### src/rtl/mips_defs_pkg.sv
// Shared MIPS definitions: load/store opcodes, exception codes, M-stage FSM states
// and a small decoder turning an opcode into load/store kind and access size.
package mips_defs_pkg;

    localparam logic [5:0] OP_LB  = 6'h20;
    localparam logic [5:0] OP_LH  = 6'h21;
    localparam logic [5:0] OP_LW  = 6'h23;
    localparam logic [5:0] OP_LBU = 6'h24;
    localparam logic [5:0] OP_LHU = 6'h25;
    localparam logic [5:0] OP_SB  = 6'h28;
    localparam logic [5:0] OP_SH  = 6'h29;
    localparam logic [5:0] OP_SW  = 6'h2B;

    typedef enum logic [1:0] {
        EXC_NONE = 2'b00,
        EXC_ADEL = 2'b01,
        EXC_ADES = 2'b10,
        EXC_BUS  = 2'b11
    } exc_e;

    typedef enum logic {
        ST_IDLE = 1'b0,
        ST_WAIT = 1'b1
    } state_e;

    typedef enum logic [1:0] {
        SZ_BYTE = 2'd0,
        SZ_HALF = 2'd1,
        SZ_WORD = 2'd2
    } size_e;

    typedef struct packed {
        logic  isLoad;
        logic  isStore;
        size_e size;
    } memop_t;

    function automatic memop_t decodeMemOp(input logic [5:0] op);
        memop_t m;
        m.isLoad  = 1'b0;
        m.isStore = 1'b0;
        m.size    = SZ_WORD;
        case (op)
            OP_LB, OP_LBU: begin m.isLoad  = 1'b1; m.size = SZ_BYTE; end
            OP_LH, OP_LHU: begin m.isLoad  = 1'b1; m.size = SZ_HALF; end
            OP_LW:         begin m.isLoad  = 1'b1; m.size = SZ_WORD; end
            OP_SB:         begin m.isStore = 1'b1; m.size = SZ_BYTE; end
            OP_SH:         begin m.isStore = 1'b1; m.size = SZ_HALF; end
            OP_SW:         begin m.isStore = 1'b1; m.size = SZ_WORD; end
            default:       ;
        endcase
        return m;
    endfunction

endpackage

### src/rtl/mem_access_stage_load_ext.sv
// Load data extractor: picks the addressed byte/half out of a read word and
// sign- or zero-extends it according to the load opcode; non-loads yield zero.
module load_ext
    import mips_defs_pkg::*;
(
    input  logic [31:0] rdata_i,
    input  logic [1:0]  a_i,
    input  logic [5:0]  opcode_i,
    output logic [31:0] ext_o
);

    logic [7:0]  byteSel;
    logic [15:0] halfSel;

    always_comb begin
        byteSel = rdata_i[7:0];
        case (a_i)
            2'd0: byteSel = rdata_i[7:0];
            2'd1: byteSel = rdata_i[15:8];
            2'd2: byteSel = rdata_i[23:16];
            2'd3: byteSel = rdata_i[31:24];
            default: ;
        endcase
        halfSel = a_i[1] ? rdata_i[31:16] : rdata_i[15:0];

        ext_o = 32'd0;
        case (opcode_i)
            OP_LB:  ext_o = {{24{byteSel[7]}}, byteSel};
            OP_LBU: ext_o = {24'd0, byteSel};
            OP_LH:  ext_o = {{16{halfSel[15]}}, halfSel};
            OP_LHU: ext_o = {16'd0, halfSel};
            OP_LW:  ext_o = rdata_i;
            default: ;
        endcase
    end

endmodule

### src/rtl/mem_access_stage.sv
// MIPS M-stage: issues loads/stores on a req/ready data bus, stalls upstream while
// an access is outstanding, flags misalignment and bus timeouts, and registers M/W.
module mem_access_stage
    import mips_defs_pkg::*;
#(
    parameter int TIMEOUT = 16,
    parameter int CNT_W   = 5
) (
    input  logic        clk,
    input  logic        reset,
    input  logic [31:0] Instr_M_in,
    input  logic [31:0] ALUout_M,
    input  logic [31:0] RT_M_in,
    input  logic [4:0]  A3_M_in,
    input  logic [31:0] PC8_M_in,
    output logic        mem_req,
    output logic        mem_we,
    output logic [31:0] mem_addr,
    output logic [3:0]  mem_be,
    output logic [31:0] mem_wdata,
    input  logic        mem_ready,
    input  logic [31:0] mem_rdata,
    output logic        stall_M,
    output logic [31:0] Instr_W_in,
    output logic [31:0] ALUout_W,
    output logic [31:0] MemData_W,
    output logic [4:0]  A3_W_in,
    output logic [31:0] PC8_W_in,
    output logic [1:0]  exc_W
);

    state_e           state_q, state_d;
    logic [CNT_W-1:0] cnt_q, cnt_d;
    logic [31:0]      instrW_q, instrW_d;
    logic [31:0]      aluW_q, aluW_d;
    logic [31:0]      memDataW_q, memDataW_d;
    logic [4:0]       a3W_q, a3W_d;
    logic [31:0]      pc8W_q, pc8W_d;
    exc_e             excW_q, excW_d;

    memop_t      memOp;
    logic        isMem;
    logic        aligned;
    logic        timeoutFire;
    logic [1:0]  byteAddr;
    logic [31:0] loadExt;

    assign memOp    = decodeMemOp(Instr_M_in[31:26]);
    assign isMem    = memOp.isLoad | memOp.isStore;
    assign byteAddr = ALUout_M[1:0];

    always_comb begin
        aligned = 1'b1;
        case (memOp.size)
            SZ_HALF: aligned = ~byteAddr[0];
            SZ_WORD: aligned = (byteAddr == 2'b00);
            default: ;
        endcase
    end

    // Gating with reset makes the request drop the instant reset asserts.
    assign mem_req = reset & (((state_q == ST_IDLE) & isMem & aligned) | (state_q == ST_WAIT));
    assign mem_we   = memOp.isStore;
    assign mem_addr = {ALUout_M[31:2], 2'b00};

    assign timeoutFire = (state_q == ST_WAIT) & ~mem_ready & (cnt_q == CNT_W'(TIMEOUT - 1));
    assign stall_M     = mem_req & ~mem_ready & ~timeoutFire;

    always_comb begin
        mem_be    = 4'b0000;
        mem_wdata = 32'd0;
        if (isMem) begin
            case (memOp.size)
                SZ_BYTE: mem_be = 4'b0001 << byteAddr;
                SZ_HALF: mem_be = byteAddr[1] ? 4'b1100 : 4'b0011;
                default: mem_be = 4'b1111;
            endcase
        end
        if (memOp.isStore) begin
            case (memOp.size)
                SZ_BYTE: mem_wdata = {4{RT_M_in[7:0]}};
                SZ_HALF: mem_wdata = {2{RT_M_in[15:0]}};
                default: mem_wdata = RT_M_in;
            endcase
        end
    end

    load_ext u_load_ext (
        .rdata_i  (mem_rdata),
        .a_i      (byteAddr),
        .opcode_i (Instr_M_in[31:26]),
        .ext_o    (loadExt)
    );

    always_comb begin
        state_d = state_q;
        cnt_d   = cnt_q;
        case (state_q)
            ST_IDLE: begin
                if (mem_req && !mem_ready) begin
                    state_d = ST_WAIT;
                    cnt_d   = CNT_W'(1);
                end
            end
            ST_WAIT: begin
                if (mem_ready || timeoutFire) begin
                    state_d = ST_IDLE;
                    cnt_d   = '0;
                end else begin
                    cnt_d = cnt_q + 1'b1;
                end
            end
            default: begin
                state_d = ST_IDLE;
                cnt_d   = '0;
            end
        endcase
    end

    // Faulting instructions still retire, but with no writeback and no load data.
    always_comb begin
        instrW_d   = 32'd0;
        aluW_d     = 32'd0;
        memDataW_d = 32'd0;
        a3W_d      = 5'd0;
        pc8W_d     = 32'd0;
        excW_d     = EXC_NONE;
        if (!stall_M) begin
            instrW_d   = Instr_M_in;
            aluW_d     = ALUout_M;
            pc8W_d     = PC8_M_in;
            a3W_d      = A3_M_in;
            memDataW_d = memOp.isLoad ? loadExt : 32'd0;
            if (isMem && !aligned) begin
                a3W_d      = 5'd0;
                memDataW_d = 32'd0;
                excW_d     = memOp.isLoad ? EXC_ADEL : EXC_ADES;
            end else if (timeoutFire) begin
                a3W_d      = 5'd0;
                memDataW_d = 32'd0;
                excW_d     = EXC_BUS;
            end
        end
    end

    always_ff @(posedge clk or negedge reset) begin
        if (!reset) begin
            state_q    <= ST_IDLE;
            cnt_q      <= '0;
            instrW_q   <= 32'd0;
            aluW_q     <= 32'd0;
            memDataW_q <= 32'd0;
            a3W_q      <= 5'd0;
            pc8W_q     <= 32'd0;
            excW_q     <= EXC_NONE;
        end else begin
            state_q    <= state_d;
            cnt_q      <= cnt_d;
            instrW_q   <= instrW_d;
            aluW_q     <= aluW_d;
            memDataW_q <= memDataW_d;
            a3W_q      <= a3W_d;
            pc8W_q     <= pc8W_d;
            excW_q     <= excW_d;
        end
    end

    assign Instr_W_in = instrW_q;
    assign ALUout_W   = aluW_q;
    assign MemData_W  = memDataW_q;
    assign A3_W_in    = a3W_q;
    assign PC8_W_in   = pc8W_q;
    assign exc_W      = excW_q;

endmodule

### config.mk
export PLATFORM = sky130hd
export DESIGN_NAME = mem_access_stage
export DESIGN_NICKNAME = d
export VERILOG_FILES = /design/src/rtl/mips_defs_pkg.sv /design/src/rtl/mem_access_stage_load_ext.sv /design/src/rtl/mem_access_stage.sv
export SDC_FILE = /design/constraint.sdc
export NUM_CORES = 1
export LEC_CHECK = 0
export CAP_MARGIN = 30
export CELL_PAD_IN_SITES_DETAIL_PLACEMENT = 1
export CELL_PAD_IN_SITES_GLOBAL_PLACEMENT = 2
export CORE_MARGIN = 3
export CORE_UTILIZATION = 22
export CTS_BUF_LIST = sky130_fd_sc_hd__clkbuf_16
export DETAILED_ROUTE_END_ITERATION = 7
export HOLD_SLACK_MARGIN = 0.12
export PLACE_DENSITY = 0.81
export RECOVER_POWER = 50
export SETUP_SLACK_MARGIN = 0.4
export SLEW_MARGIN = 40
export SYNTH_ARGS = -nofsm -noshare
export SYNTH_HDL_FRONTEND = slang
export SYNTH_SLANG_ARGS = --single-unit
### constraint.sdc
create_clock -name clk -period 2.7 [get_ports clk]
set_clock_uncertainty 0.05 [all_clocks]
set_input_delay 0.54 -clock clk [delete_from_list [all_inputs] [get_ports clk]]
set_output_delay 0.54 -clock clk [all_outputs]
set_load 0.03 [all_outputs]
### Routing congestion map, run 1

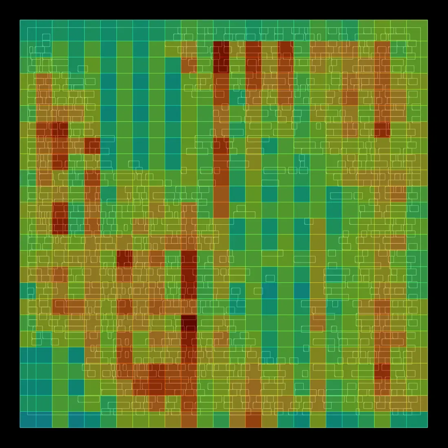
GR peak layer: met2
WL/cell: 20.7 um
final core occ: 43.7%
GRT met2 Usage: 32.4%
met3 Usage GRT: 5.45%

### Clock network drawn from the DEF, run 1

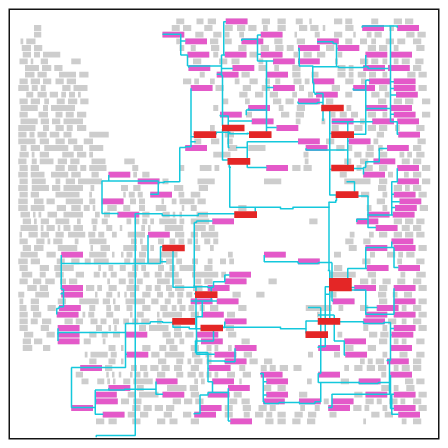
[cyan] clock wires | length: 2120 um
[red] clock-net drivers | count: 17
[magenta] flip-flops | count: 141
flops lie: widely spread
Latency at later pin: 0.41 ns
Clk network pwr share: 41.5%
P_clk: 2.51 mW

==> flow_summary_export.csv, run 1 <==
group,metric,value,unit
final_layout,comb_area_share,23.2,%
synthesis,synth-xor-area-share,0.140,%
pwr,p_switching,1.66,mW
synthesis,syn_inst,553,
floorplan,dieArea,30500,um2
routing,wl_met1,10900,um
setup_path,worstSetupStartpoint,"Instr_M_in[30]",
final_layout,flop_area,3530,um2
timing,final_max_slew_viol_count,63,
run_status,run_status,"finished, violations left",
clock_tree,cts_setup_buffers,13,
run_status,violations,"max-capacitance violations, max-slew violations",
synthesis,avgSynthCellArea,11.3,um2
synthesis,synth_top_cell_by_area,"dfrtp_1",
grt,grt_pass1_vias,6857,
setup_path,cp_common_cell,"buf_6",
job,drv_cap,1,
timing,setup-tns-final,0,ns
synthesis,top_cell_area_share,56.4,%
setup_path,start_kind,"input port",
### Floorplan with the power grid, run 1

Pins as bars on the die edge. Tap cells in gray.
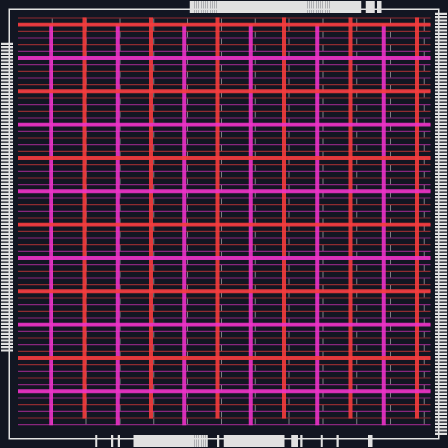
[magenta] VSS
[red] VDD
signal pins: 374
met5 straps: 12
met4 straps: 12
die height: 175 um
Core Footprint: 27900 um2
Peak VDD IR: 401 uV
die width: 175 um

### Placed cells, one color a class, run 1

The bar under the picture is 50 um long.
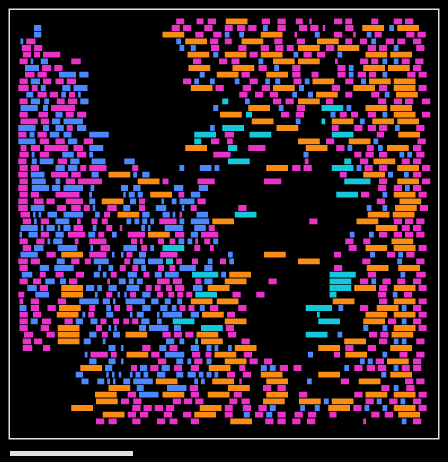
[orange] registers | cells: 141 | share of their area: 30%
[blue] remaining logic cells | cells: 333 | share of their area: 24%
[magenta] remaining buffers and delay cells | cells: 470 | share of their area: 40%
[cyan] clock drivers and dummy loads | cells: 31 | share of their area: 5.3%
finished layout cell area: 12200 um2
Seq area share: 28.9%
num rows: 61

-- run 1: synthesized netlist by cell type, types with 10 or more instances --
cell       instances
dfrtp_1          141
mux2i_1           18
and3_1            97
clkbuf_1          31
buf_4             33
nor4_1            10
nor2_1            23
and2_1            11
buf_2             14
a21oi_1           13
nand2_1           40
a2111oi_0         15
-- run 1: sequential cells by signal, indices dropped and copies added, names as in the netlist --
name,flops
A3_W_in,5
ALUout_W,32
Instr_W_in,32
MemData_W,32
PC8_W_in,32
cnt_q,5
exc_W,2
state_q,1
-- run 1: per-layer routing --
metal,vias to the layer above,global-route usage (%)
li1,2779,-
met2,290,32.4
met3,28,5.45
met5,-,0
met4,0,5.35
met1,3067,21.2
### Sequential cells grouped by signal name, run 1

Other sequential cells in the stronger gray, the rest of the logic in the fainter gray.
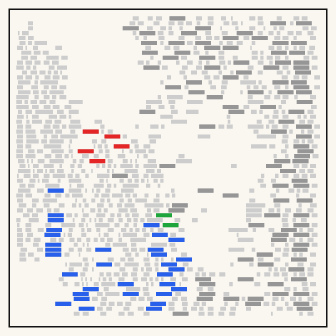

--- run 2 (diff from run 1) ---
--- a/config.mk
+++ b/config.mk
@@ -9,11 +9,11 @@
 export CELL_PAD_IN_SITES_DETAIL_PLACEMENT = 1
 export CELL_PAD_IN_SITES_GLOBAL_PLACEMENT = 2
 export CORE_MARGIN = 3
-export CORE_UTILIZATION = 22
+export CORE_UTILIZATION = 19
 export CTS_BUF_LIST = sky130_fd_sc_hd__clkbuf_16
 export DETAILED_ROUTE_END_ITERATION = 7
 export HOLD_SLACK_MARGIN = 0.12
-export PLACE_DENSITY = 0.81
+export PLACE_DENSITY = 0.74
 export RECOVER_POWER = 50
 export SETUP_SLACK_MARGIN = 0.4
 export SLEW_MARGIN = 40
==> constraint.sdc (replaced) <==
create_clock -name clk -period 2.2 [get_ports clk]
set_clock_uncertainty 0.05 [all_clocks]
set_input_delay 0.44 -clock clk [delete_from_list [all_inputs] [get_ports clk]]
set_output_delay 0.44 -clock clk [all_outputs]
set_load 0.03 [all_outputs]
### Sequential cells grouped by signal name, run 2

Other sequential cells in the stronger gray, the rest of the logic in the fainter gray.
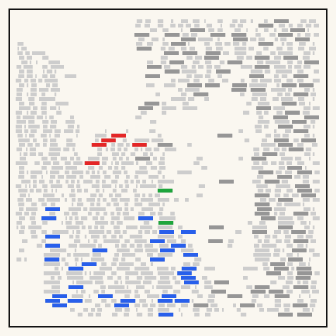
[red] cnt_q | flops: 5
[blue] MemData_W | flops: 32
[green] exc_W | flops: 2
not colored: 102
FF/Latch Area: 3530 um2
Seq power: 2.76 mW
Seq area share: 24.4%
final core occ: 45.3%

==> run 2 against run 1 <==
Net effect:
- the run ends with negative setup slack left
- wire length rose by 21%
- worst setup slack got worse by 0.38 ns
- non-clock buffer count rose by 80
- cell area rose by 19%
- first-iteration DRC count fell by 16%
- power rose by 26%
- clock-buffer cell count did not move
- cell count rose by 10%
- largest power group unchanged
- critical path type is now flip-flop to flip-flop
- combinational power rose by 51%
==> flow_summary_export.csv, run 2 <==
group,metric,value,unit
synthesis,avgSynthCellArea,11.3,um2
clock_tree,clk_latency,0.41,ns
final_layout,area_delta_synth_final,132,%
pwr,pwr-share-clk,38.3,%
timing,setup-tns-final,-5.68,ns
setup_path,worstSetupStartpoint,"cnt_q[1]$_DFFE_PN0P_",
timing,final_max_slew_viol_count,0,
synthesis,synth-xor-area-share,0.140,%
grt,grt_use_met1,21.1,%
floorplan,dieArea,35100,um2
routing,wl_per_cell,22.6,um
routing,wl_met2,17600,um
floorplan,fp.dieH,187,um
timing,setup_viol,112,
pwr,p_clk,2.92,mW
run_status,violations,"negative setup slack",
timing,worst_slack,-0.114,ns
pwr,p_switching,2.25,mW
routing,drt_pre_antenna_iters,5,
final_layout,fin_area,14500,um2
grt,grtUsageMet2,31.5,%
placed_design,io_buffer_count,371,
setup_path,r2r_start,"cnt_q[1]$_DFFE_PN0P_",
routing,wl_met1,13400,um
job,warnings,29,
floorplan,die_width,187,um
floorplan,std_cell_rows,65,
routing,drt_first_iter_violations,255,
grt,use_met3,5.13,%
synthesis,top_cell_area_share,56.4,%
run_status,run_status,"finished, violations left",
setup_path,r2r_end,"PC8_W_in[10]$_DFF_PN0_",
pwr,ir_drop,492,uV
clock_tree,clock-sinks,141,
synthesis,top_cell,"dfrtp_1",
synthesis,synth_top_cell_by_area,"dfrtp_1",
setup_path,start_kind,"flip-flop",
floorplan,core_area,32000,um2
final_layout,comb_area_share,27.6,%
job,drv_cap,0,
-- run 2: critical path: cells and delay by family, from the launching register on --
| kind | cells | cell delay (ns) |
|---|---|---|
| adder cells (fa/ha/maj) | 2 | 0.36 |
| buffers and inverters | 2 | 0.36 |
| flip-flops | 1 | 0.39 |
| AND/OR/NAND/NOR | 5 | 1.04 |
-- run 2: repair_timing --
| item | 4_1_cts | 5_1_grt |
|---|---|---|
| pin swaps | 52 | 34 |
| setup buffers | 39 | 8 |
| hold buffers | 1 | 1 |
| cloned | 12 | 9 |
| hold endpoints to repair | 34 | 56 |
| gates resized | 342 | 161 |
| setup endpoints to repair | 327 | 277 |
No activity file was given, so power comes from the tool's default toggle rates.
